## config.mk

```make
export PLATFORM = sky130hd
export DESIGN_NAME = sd_upsizer
export DESIGN_NICKNAME = d
export VERILOG_FILES = /design/src/rtl/sd_upsizer.sv
export SDC_FILE = /design/constraint.sdc
export NUM_CORES = 1
export LEC_CHECK = 0
export CORE_UTILIZATION = 55
export DETAILED_ROUTE_END_ITERATION = 16
export GPL_TIMING_DRIVEN = 0
export PLACE_DENSITY = 0.87
export SYNTH_ARGS = -nofsm -noshare
export SYNTH_HDL_FRONTEND = slang
export SYNTH_SLANG_ARGS = --single-unit
```

## constraint.sdc

```tcl
create_clock -name clk -period 3.3 [get_ports clk]
set_input_delay 0.66 -clock clk [delete_from_list [all_inputs] [get_ports clk]]
set_output_delay 0.66 -clock clk [all_outputs]
set_load 0.01 [all_outputs]
```

## src/rtl/sd_upsizer.sv

```systemverilog
// sd_upsizer: srdy/drdy width upsizer. Packs `ratio` narrow words into one
// wide word (lane 0 in the LSBs), closing early on end-of-packet.
// Optional feature: define SD_UPSIZER_TIMEOUT_EN to flush a partial word
// after `timeout` idle cycles.
module sd_upsizer #(
  parameter int in_width  = 8,
  parameter int ratio     = 4,
  parameter int out_width = in_width * ratio,
  parameter int cnt_sz    = $clog2(ratio + 1)
`ifdef SD_UPSIZER_TIMEOUT_EN
  ,
  parameter int timeout   = 16
`endif
) (
  input  logic                 clk,
  input  logic                 reset,
  input  logic [in_width-1:0]  c_data,
  input  logic                 c_eop,
  input  logic                 c_srdy,
  output logic                 c_drdy,
  output logic [out_width-1:0] p_data,
  output logic [cnt_sz-1:0]    p_cnt,
  output logic                 p_eop,
  output logic                 p_srdy,
  input  logic                 p_drdy
);

  typedef enum logic {ACC_OPEN, ACC_CLOSED} acc_state_t;

  acc_state_t           state, n_state;
  logic [out_width-1:0] acc, n_acc, merged, ld_data;
  logic [cnt_sz-1:0]    acc_cnt, n_cnt, ld_cnt;
  logic                 acc_eop, n_acc_eop, ld_eop;
  logic [out_width-1:0] n_p_data;
  logic [cnt_sz-1:0]    n_p_cnt;
  logic                 n_p_eop, n_p_srdy;
  logic                 in_xfer, out_free, close_in, flush;

  assign c_drdy   = (state == ACC_OPEN);
  assign in_xfer  = c_srdy & c_drdy;
  assign out_free = ~p_srdy | p_drdy;
  assign close_in = in_xfer & (c_eop | (acc_cnt == cnt_sz'(ratio - 1)));

`ifdef SD_UPSIZER_TIMEOUT_EN
  localparam int idle_sz = $clog2(timeout + 1);
  logic [idle_sz-1:0] idle_cnt;
  logic               idle;

  assign idle  = (acc_cnt != '0) & (state == ACC_OPEN) & ~in_xfer;
  assign flush = idle & (idle_cnt == idle_sz'(timeout - 1));

  // Idle cycle counter for the partial-word flush
  always_ff @(posedge clk) begin
    if (reset || !idle || flush) idle_cnt <= '0;
    else                         idle_cnt <= idle_cnt + idle_sz'(1);
  end
`else
  assign flush = 1'b0;
`endif

  // Place the incoming word into lane acc_cnt of the accumulator
  always_comb begin
    merged = acc;
    for (int unsigned i = 0; i < ratio; i++) begin
      if (acc_cnt == cnt_sz'(i)) merged[i*in_width +: in_width] = c_data;
    end
  end

  // Next-state for accumulator and output register
  always_comb begin
    n_state   = state;
    n_acc     = acc;
    n_cnt     = acc_cnt;
    n_acc_eop = acc_eop;
    n_p_data  = p_data;
    n_p_cnt   = p_cnt;
    n_p_eop   = p_eop;
    n_p_srdy  = p_srdy & ~p_drdy;
    ld_data   = close_in ? merged : acc;
    ld_cnt    = close_in ? acc_cnt + cnt_sz'(1) : acc_cnt;
    ld_eop    = close_in & c_eop;

    if (state == ACC_CLOSED) begin
      // acc_cnt holds the full lane count while closed; it is reopened at 0
      if (out_free) begin
        n_p_data  = acc;
        n_p_cnt   = acc_cnt;
        n_p_eop   = acc_eop;
        n_p_srdy  = 1'b1;
        n_acc     = '0;
        n_cnt     = '0;
        n_acc_eop = 1'b0;
        n_state   = ACC_OPEN;
      end
    end else if (close_in || flush) begin
      if (out_free) begin
        n_p_data  = ld_data;
        n_p_cnt   = ld_cnt;
        n_p_eop   = ld_eop;
        n_p_srdy  = 1'b1;
        n_acc     = '0;
        n_cnt     = '0;
        n_acc_eop = 1'b0;
      end else begin
        n_acc     = ld_data;
        n_cnt     = ld_cnt;
        n_acc_eop = ld_eop;
        n_state   = ACC_CLOSED;
      end
    end else if (in_xfer) begin
      n_acc = merged;
      n_cnt = acc_cnt + cnt_sz'(1);
    end
  end

  // State and output registers
  always_ff @(posedge clk) begin
    if (reset) begin
      state   <= ACC_OPEN;
      acc     <= '0;
      acc_cnt <= '0;
      acc_eop <= 1'b0;
      p_data  <= '0;
      p_cnt   <= '0;
      p_eop   <= 1'b0;
      p_srdy  <= 1'b0;
    end else begin
      state   <= n_state;
      acc     <= n_acc;
      acc_cnt <= n_cnt;
      acc_eop <= n_acc_eop;
      p_data  <= n_p_data;
      p_cnt   <= n_p_cnt;
      p_eop   <= n_p_eop;
      p_srdy  <= n_p_srdy;
    end
  end

endmodule
```

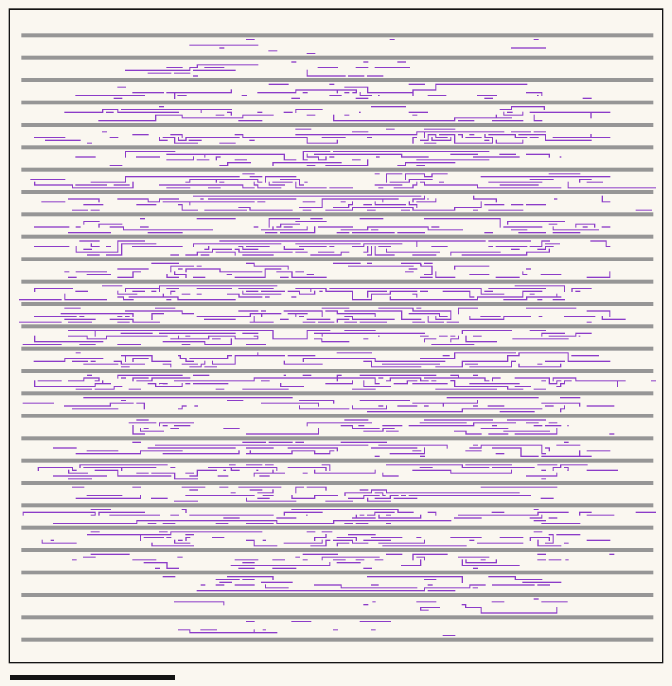
*Metal 1, run 1*
The bar under the picture is 20 µm long. Supply wires on this layer in gray.
- nets with wire on the layer: 367
- share of all routed wire: 44%
- main direction: horizontal
total vias in the final route: 2,703
GR Util met1: 0.317

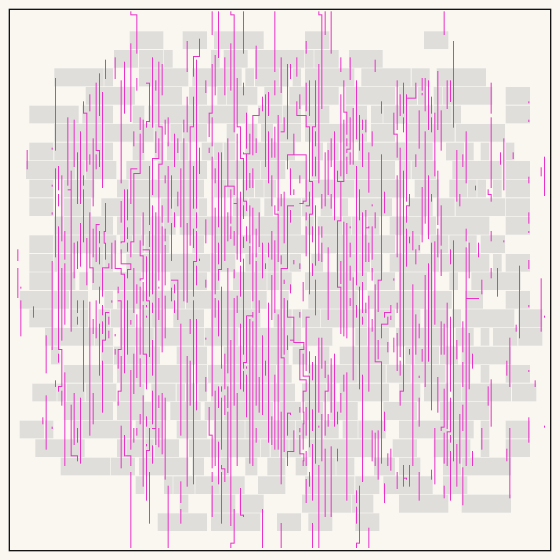
*Met2 routing, run 1*
- wire length on this layer: 3,660 µm
- longest straight run: 35.0 µm
WL final: 7.74 mm
met2 Usage GRT: 0.437

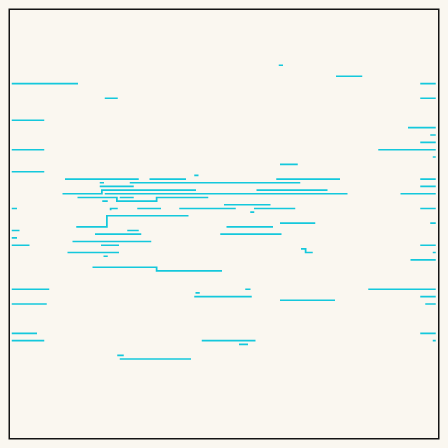
*Met3 routing, run 1*
- nets with wire on the layer: 60
- wire length on this layer: 501 µm
met3 Usage GRT: 0.0494

==> ci_impl_report.md, run 1 <==
### Flow metrics

| Metric | Value |
|---|---|
| Status | `finished clean` |
| GR peak layer | `met2` |
| Sink Count | `74` |
| Synth area leaders | `dfxtp_1 (45%), mux2i_1 (11%), a211oi_1 (6.4%)` |
| Post_cts resized | `0` |
| Final instance area | `4040 µm²` |
| Clock power frac | `0.415` |
| Final period util | `0.650` |
| Drt first-iter violations | `245` |
| Storage cell area | `1480 µm²` |
| Worst Setup End Kind | `flop` |
| I/O Buffers | `42` |
| RSZ-0062 raised after global routing | `false` |
| CP Class | `flop to flop` |
| Mux frac, synth | `0.110` |
| Yosys stat area | `3280 µm²` |
| Die y size | `79.2 µm` |
| Setup crit end | `acc[19]` |
| Number of CTS-inserted buffers | `9` |
| Mapped Nets | `356` |
| Place WS | `0.852 ns` |
| Final hold slack | `0.480 ns` |
| Synthesis-to-layout area growth | `23.2%` |
| Fp util | `0.582` |
| Slew Viols, Final | `0` |
| Total grt overflow | `0` |
| R2R cell count | `7` |
| ANT cells | `0` |
| Cells after DPL | `452` |
| CP Launch Point | `acc_cnt[2]` |
| Row cnt | `27` |
| Mapped Cells | `338` |
| Post-synth seq share | `0.451` |
| Min-delay worst type | `flop to flop` |
| Non-clock buffer share of cell area | `0.141` |
| Die Span X | `79.2 µm` |
| Comb pwr share | `0.133` |
| Max cap viols | `0` |
| Switching Share | `0.243` |
| Comb/total area | `0.403` |
| Top sig layer | `met4` |
| Max Clock Freq | `466 MHz` |
| I/O pin total | `51` |
| Inverters, non-clock | `5` |
| CP delay by family, top | `AND-OR/OR-AND gates` |
| Slew margin rel. | `0.614` |
| #MultiIn Comb | `230` |
| CP Launch Type | `flop` |
| Final clock-cell share | `0.0619` |
| Clk slew on worst S/H paths | `0.08 ns` |
| Clk latency late pin | `0.35 ns` |
| Tool warning count | `29` |
| WL met1 | `3.40 mm` |
| MI comb area | `1630 µm²` |
| Pwr dens | `521 nW/µm²` |
| CP cell instances | `inv_1 > ha_1 > or2_1 > buf_6 > a221oi_4 > o21ai_0 > a21oi_1` |
| Max clock buf depth | `2` |
| Worst Hold End | `acc[10]` |
| CTS tree | `yes` |
| CP peak stage delay | `0.42 ns` |
| Yosys Instances | `338` |
| Final TNS setup | `0 ns` |
| Area share, top type | `0.451` |
| Largest Pwr Group | `registers` |
| RR Startpoint | `acc_cnt[2]` |
| Post-Syn Area | `3280 µm²` |
| Initial antenna violation count | `0` |
| Synth warnings | `0` |
| Synth top cells by count | `dfxtp_1 (74), nor2_1 (40), mux2i_1 (36), a211oi_1 (28), a21oi_1 (27)` |
==> run 1 -> run 2 <==
--- a/config.mk
+++ b/config.mk
@@ -5,10 +5,10 @@
 export SDC_FILE = /design/constraint.sdc
 export NUM_CORES = 1
 export LEC_CHECK = 0
-export CORE_UTILIZATION = 55
+export CORE_UTILIZATION = 53
 export DETAILED_ROUTE_END_ITERATION = 16
 export GPL_TIMING_DRIVEN = 0
-export PLACE_DENSITY = 0.87
+export PLACE_DENSITY = 0.85
 export SYNTH_ARGS = -nofsm -noshare
 export SYNTH_HDL_FRONTEND = slang
 export SYNTH_SLANG_ARGS = --single-unit
==> constraint.sdc (replaced) <==
create_clock -name clk -period 2.2 [get_ports clk]
set_input_delay 0.44 -clock clk [delete_from_list [all_inputs] [get_ports clk]]
set_output_delay 0.44 -clock clk [all_outputs]
set_load 0.01 [all_outputs]
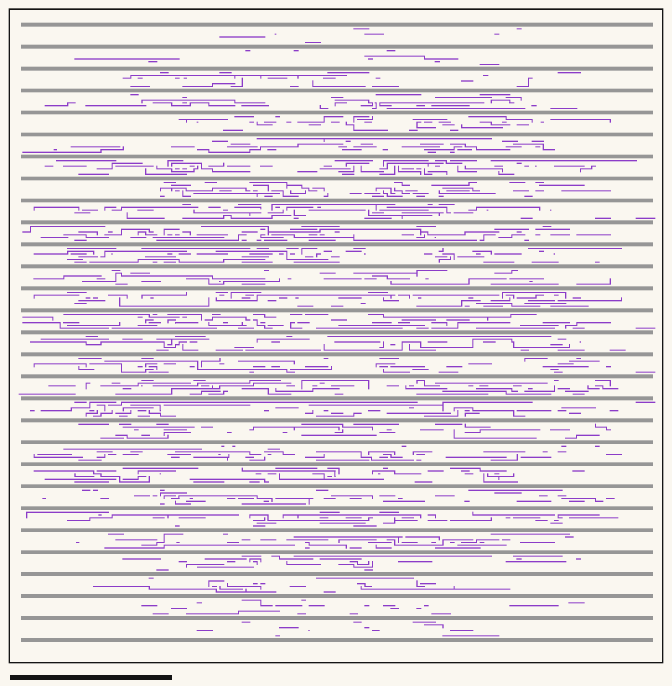
*Metal 1, run 2*
The bar under the picture is 20 µm long. Supply wires on this layer in gray.
- nets with wire on the layer: 371
- longest straight run: 36.6 µm
- share of all routed wire: 42%
- main direction: horizontal
total vias in the final route: 2,667
GR Util met1: 0.309

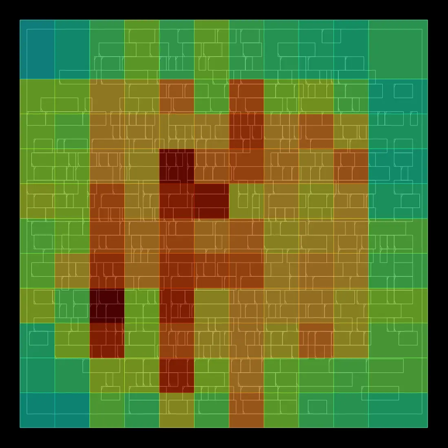
*Congestion heat map, run 2*
GRT Overall Usage: 0.256
fin util: 0.675
met3 Usage GRT: 0.0693
wire per inst: 16.4 µm
met2 Usage GRT: 0.430

==> ci_impl_report.md, run 2 <==
### Flow metrics

| Metric | Value |
|---|---|
| Status | `finished clean` |
| Largest net degree at the start of global routing | `12` |
| Post-Syn Area per Cell | `9.71 µm²` |
| Switching Share | `0.245` |
| Inverters, non-clock | `5` |
| Worst Path Buf+Inv | `2` |
| Max cap viols | `0` |
| Worst-path fanout max | `8` |
| MI comb area | `1630 µm²` |
| Mux frac, synth | `0.110` |
| Clock power frac | `0.388` |
| I/O Buffers | `42` |
| Fp util | `0.551` |
| Synth Area in Simple Gates | `0.108` |
| Synth area leaders | `dfxtp_1 (45%), mux2i_1 (11%), a211oi_1 (6.4%)` |
| Top sig layer | `met4` |
| RR Startpoint | `acc_cnt[2]` |
| Final TNS setup | `0 ns` |
| ANT cells | `0` |
| Post-Synth XOR/XNOR Area | `0.00267` |
| Yosys Instances | `338` |
| Synthesis-to-layout area growth | `22.6%` |
| Sink Count | `74` |
| Post-Syn Area | `3280 µm²` |
| Antenna-violating nets left | `0` |
| RSZ-0062 raised after global routing | `false` |
| Drt first-iter violations | `199` |
| CP cell instances | `inv_2 > ha_1 > or2_1 > buf_6 > a221oi_4 > o21ai_0 > a21oi_1` |
| Overall power | `0.00302 W` |
| R2R cell count | `7` |
| Die y size | `80.7 µm` |
| Worst Hold End | `acc[15]` |
| Final Skew | `0.00502 ns` |
| WL met1 | `3.25 mm` |
| Max clock buf depth | `2` |
| Die Span X | `80.7 µm` |
| Largest Pwr Group | `registers` |
| First-pass GRT wire length | `12.4 mm` |
| Final clock-cell share | `0.0544` |
| Setup Viol. Count Final | `0` |
| Tool warning count | `29` |
| Top cell category | `combinational gates` |
| Final Wtd Congestion | `0.847` |
| CP Class | `flop to flop` |
| FF-to-FF End | `acc[5]` |
| Flops | `74` |
| I/O pin total | `51` |
| Final instance area | `4020 µm²` |
| GR peak layer | `met2` |
| Final hold slack | `0.477 ns` |
| Comb pwr share | `0.140` |
| Synth Area in Adders | `0.0191` |
| Number of CTS-inserted buffers | `9` |
| Max Clock Freq | `492 MHz` |
| Area share, top type | `0.451` |
| Layout net count | `410` |
| #MultiIn Comb | `230` |
| Clock Root Buffer | `clkbuf_8` |
| WL final | `7.71 mm` |
| CP Launch Point | `acc_cnt[2]` |
| Initial antenna violation count | `0` |
| Finished Layout Cells | `471` |
| Comb/total area | `0.405` |
| Clk slew on worst S/H paths | `0.07 ns` |
| Pwr dens | `750 nW/µm²` |
| Post-DP HPWL | `5.32 mm` |
| Place WS | `-0.0610 ns` |
| Setup crit end | `acc[5]` |
| Row cnt | `28` |
| Synth top cells by count | `dfxtp_1 (74), nor2_1 (40), mux2i_1 (36), a211oi_1 (28), a21oi_1 (27)` |
| CP delay by family, top | `AND-OR/OR-AND gates` |
| Worst Setup End Kind | `flop` |
| Clk latency late pin | `0.34 ns` |
| Met3 WL post-DR | `498 µm` |
| Yosys stat area | `3280 µm²` |
| Mapped Cells | `338` |
| Post_cts resized | `0` |
| CTS tree | `yes` |
| Wire length on met2 | `3.85 mm` |
| Storage cell area | `1480 µm²` |
| Fill cell count | `481` |
| CP peak stage delay | `0.43 ns` |
| Crit path max-delay cell type | `dfxtp_1` |
| CP Launch Type | `flop` |
| Ys flops | `74` |
| Non-clock buffer share of cell area | `0.144` |
| Final period util | `0.925` |
| Slew margin rel. | `0.608` |
| Min-delay worst type | `flop to flop` |
| Synth warnings | `0` |
| Cells after DPL | `455` |
| Top Layout Cells | `dfxtp_1 (74), clkdlybuf4s50_1 (42), nor2_1 (40), mux2i_1 (36), a211oi_1 (28)` |
| Final hold vios | `0` |
| Mapped Nets | `356` |
| Total grt overflow | `0` |
| Seq area share | `0.368` |
| Slew Viols, Final | `0` |
| Post-synth seq share | `0.451` |
| Hold Crit Start | `acc[15]` |
No activity file was given, so power comes from the tool's default toggle rates.
